### Signal wires by layer

The bar under the picture is 20 um long.
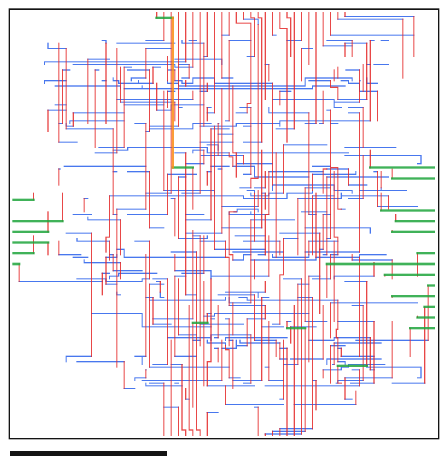
### Cell outlines without signal wires

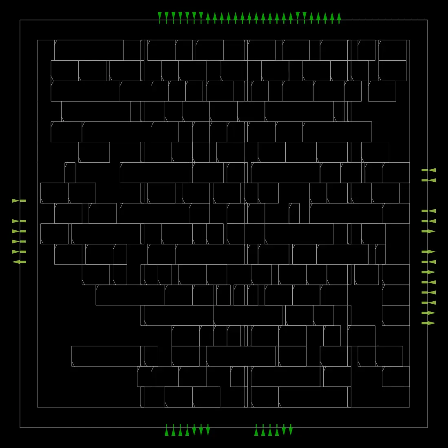
### Register map, names as in the netlist

The bar under the picture is 20 um long. Other sequential cells in the stronger grey, the rest of the logic in the fainter grey.
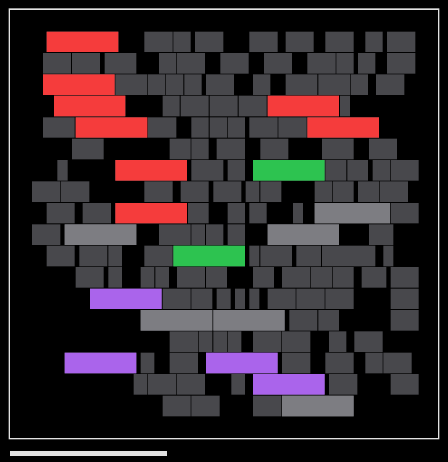
$ cat config.mk
export PLATFORM = sky130hd
export DESIGN_NAME = add_share_arbiter
export DESIGN_NICKNAME = d
export VERILOG_FILES = /design/src/rtl/add_share_arbiter.sv
export SDC_FILE = /design/constraint.sdc
export NUM_CORES = 1
export LEC_CHECK = 0
export CAP_MARGIN = 40
export CORE_MARGIN = 2
export CORE_UTILIZATION = 40
export CTS_BUF_LIST = sky130_fd_sc_hd__clkbuf_4 sky130_fd_sc_hd__clkbuf_8
export CTS_CLUSTER_DIAMETER = 100
export DETAILED_ROUTE_END_ITERATION = 12
export PLACE_DENSITY = 0.84
export RECOVER_POWER = 50
export SYNTH_ARGS = -nofsm -noshare
export SYNTH_HDL_FRONTEND = slang
export SYNTH_SLANG_ARGS = --single-unit
$ cat constraint.sdc
create_clock -name clk -period 2.5 [get_ports clk]
set_input_delay 0.5 -clock clk [delete_from_list [all_inputs] [get_ports clk]]
set_output_delay 0.5 -clock clk [all_outputs]
set_load 0.02 [all_outputs]
$ cat src/rtl/add_share_arbiter.sv
// add_share_arbiter: round-robin sequencer that shares one external signed
// adder between two requesters. Each requester hands over an operand pair
// (valid/ready) and gets back an 8-bit sign-extended sum (valid/ack).
// Optional feature: define ADD_SHARE_OVF_EN to add per-requester overflow
// flags (rsp0_ovf / rsp1_ovf) registered alongside the result.
module add_share_arbiter #(
   parameter int SIZE = 4
) (
   input  logic            clk,
   input  logic            rst,
   input  logic            req0_valid,
   input  logic [SIZE-1:0] req0_x,
   input  logic [SIZE-1:0] req0_y,
   output logic            req0_ready,
   output logic            rsp0_valid,
   output logic [7:0]      rsp0_sum,
   input  logic            rsp0_ack,
   input  logic            req1_valid,
   input  logic [SIZE-1:0] req1_x,
   input  logic [SIZE-1:0] req1_y,
   output logic            req1_ready,
   output logic            rsp1_valid,
   output logic [7:0]      rsp1_sum,
   input  logic            rsp1_ack,
   output logic [SIZE-1:0] add_x,
   output logic [SIZE-1:0] add_y,
   input  logic [7:0]      add_s,
   output logic            busy
`ifdef ADD_SHARE_OVF_EN
   ,
   output logic            rsp0_ovf,
   output logic            rsp1_ovf
`endif
);

   localparam logic [1:0] IDLE = 2'd0;
   localparam logic [1:0] EXEC = 2'd1;
   localparam logic [1:0] RESP = 2'd2;

   logic [1:0]      state_r;
   logic [1:0]      next_state_s;
   logic            last_r;        // id of the requester granted most recently
   logic            grant_r;       // id of the requester currently being served
   logic [SIZE-1:0] opx_r;
   logic [SIZE-1:0] opy_r;
   logic [7:0]      res_r;
`ifdef ADD_SHARE_OVF_EN
   logic            ovf_r;
`endif

   logic            any_valid_s;
   logic            winner_s;
   logic            accept_s;
   logic            ack_s;

   // Round-robin winner: a lone requester wins, a tie goes to the one not served last.
   always_comb begin
      any_valid_s = req0_valid | req1_valid;
      if (req0_valid & req1_valid) begin
         winner_s = ~last_r;
      end else if (req1_valid) begin
         winner_s = 1'b1;
      end else begin
         winner_s = 1'b0;
      end
   end

   // Handshake decode: accept only from IDLE; only the served requester's ack counts.
   always_comb begin
      accept_s = (state_r == IDLE) & any_valid_s;
      if (grant_r) begin
         ack_s = rsp1_ack;
      end else begin
         ack_s = rsp0_ack;
      end
   end

   // Next-state logic for the IDLE -> EXEC -> RESP -> IDLE sequence.
   always_comb begin
      next_state_s = state_r;
      case (state_r)
         IDLE: begin
            if (accept_s) begin
               next_state_s = EXEC;
            end else begin
               next_state_s = IDLE;
            end
         end
         EXEC: begin
            next_state_s = RESP;
         end
         RESP: begin
            if (ack_s) begin
               next_state_s = IDLE;
            end else begin
               next_state_s = RESP;
            end
         end
         default: begin
            next_state_s = IDLE;
         end
      endcase
   end

   // State register; an unknown encoding recovers to IDLE through the default arm.
   always_ff @(posedge clk or posedge rst) begin
      if (rst) begin
         state_r <= IDLE;
      end else begin
         state_r <= next_state_s;
      end
   end

   // Grant bookkeeping: record the winner on accept, commit it as last-granted on ack.
   always_ff @(posedge clk or posedge rst) begin
      if (rst) begin
         grant_r <= 1'b0;
         last_r  <= 1'b1;
      end else begin
         if (accept_s) begin
            grant_r <= winner_s;
         end
         if ((state_r == RESP) && ack_s) begin
            last_r <= grant_r;
         end
      end
   end

   // Operand capture on accept; held afterwards so the adder inputs never float.
   always_ff @(posedge clk or posedge rst) begin
      if (rst) begin
         opx_r <= {SIZE{1'b0}};
         opy_r <= {SIZE{1'b0}};
      end else if (accept_s) begin
         if (winner_s) begin
            opx_r <= req1_x;
            opy_r <= req1_y;
         end else begin
            opx_r <= req0_x;
            opy_r <= req0_y;
         end
      end
   end

   // Result capture at the end of EXEC, when the adder output reflects the latched operands.
   always_ff @(posedge clk or posedge rst) begin
      if (rst) begin
         res_r <= 8'h00;
`ifdef ADD_SHARE_OVF_EN
         ovf_r <= 1'b0;
`endif
      end else if (state_r == EXEC) begin
         res_r <= add_s;
`ifdef ADD_SHARE_OVF_EN
         // The top two significant sum bits disagree when the sum needs SIZE+1 bits.
         ovf_r <= add_s[SIZE] ^ add_s[SIZE-1];
`endif
      end
   end

   // Output decode from registered state; the idle requester always sees a zero sum.
   always_comb begin
      add_x      = opx_r;
      add_y      = opy_r;
      busy       = (state_r != IDLE);
      req0_ready = accept_s & ~winner_s;
      req1_ready = accept_s & winner_s;
      rsp0_valid = (state_r == RESP) & ~grant_r;
      rsp1_valid = (state_r == RESP) & grant_r;
      if (rsp0_valid) begin
         rsp0_sum = res_r;
      end else begin
         rsp0_sum = 8'h00;
      end
      if (rsp1_valid) begin
         rsp1_sum = res_r;
      end else begin
         rsp1_sum = 8'h00;
      end
`ifdef ADD_SHARE_OVF_EN
      rsp0_ovf = rsp0_valid & ovf_r;
      rsp1_ovf = rsp1_valid & ovf_r;
`endif
   end

endmodule

==> impl_metrics.yaml <==
# generated from flow reports
hold_path:
  min_from: "res_r[1]$_DFFE_PP0N_"
  hp-class: "flop to flop"
critical_path:
  arrival_ps: 1890
  startpoint: "grant_r$_DFFE_PP0P_"
  rr_startpoint: "state_r[1]$_DFF_PP0_"
  start_kind: "flop"
  worstSetupPathType: "flop to output port"
  rrSetupSlack_ps: 990
  rr_worst_depth: 4
power:
  ir_drop_uv: 630
  intPower_uw: 1100
  powerDensity_nw_per_um2: 1090
  p_clk_uw: 167
  clockPowerShare_pct: 9.1
placement:
  dp.cells: 181
  gp_congestion: 0.698
  portBuffers: 58
flow_run:
  maxCapViolCount: 0
global_routing:
  overflow: 0
  grt_pass1_wl_um: 4210
  antenna_found_initial: 0
synthesis:
  synthesis.nets: 122
  syn_avg_cell_area_um2: 11.0
  postSynth.asyncResetShare_pct: 100
final_layout:
  combGateArea_um2: 469
  num-clock-buffers: 4
  lay_top_cells: "clkdlybuf4s50_1 (54), dfrtp_1 (19), a21oi_1 (12)"
  layout.cells.non_filler: 185
  nets: 186
  buffer_area_share_pct: 37.4
  dominant-cell-class: "buffers"
  drive_above_1_share_pct: 14.2
drt:
  post_drt_via_cell_ratio: 5.09
clock_tree:
  post_cts_buffers: 0
  cts_root_buf: "clkbuf_4"
floorplanning:
  fp_util_pct: 41.7
  taps: 30
  ioPinCount: 59
  die_area_um2: 2960
outcome:
  status: "finished, final reports clean"
timing:
  drv_slew: 0
  fin_crit_sh_pct: 95.7
  hold_slack_ps: 529
-- 'Signal wires by layer' (at the start) --
[green] M3 | wire length: 97.3 um
[orange] M4 | wire length: 19.0 um
[red] M2 | wire length: 1510 um
[blue] M1 | wire length: 1210 um
All-Layer GR Usage: 19.8%
routed vias: 941
WL/cell: 15.4 um
final WL: 2840 um

-- 'Cell outlines without signal wires' (at the start) --
number of fill cells in the layout: 192
Seq/total area: 29.9%

-- 'Register map, names as in the netlist' (at the start) --
[purple] add_x | flops: 4
[green] state_r | flops: 2
[red] res_r | flops: 8
not coloured: 6
Core Util, Final: 68.9%
FF+latch area: 502 um^2
P_seq: 611 uW

## kinds of logic (layout without fill, tap and decap cells)
kind of cell,Yosys count,after routing,share of synthesized area [%]
AOI/OAI and AO/OA,19,19,11.5
buffers and inverters,9,72,5.06
DFF,20,20,49.4
muxes,15,15,15.9
and+or+nand+nor,29,29,18.1
## worst max-delay path, cell delays in order, from the launching register on
cell	delay, ps
dfrtp_1	550
nor2_4	260
and2_1	170
clkdlybuf4s50_1	620
## metal layers
layer / track usage (%) / wire length, um
met5: 0 / 0
met4: 6.25 / 19
met3: 1.37 / 97
met2: 34.7 / 1510
met1: 25.8 / 1210
## flip-flops by register name, summed over array words and instances (netlist names)
signal	flops
res_r	8
add_x	4
add_y	4
state_r	2
grant_r	1
last_r	1
Power figures rest on the tool's default switching activity, not on a simulated workload.
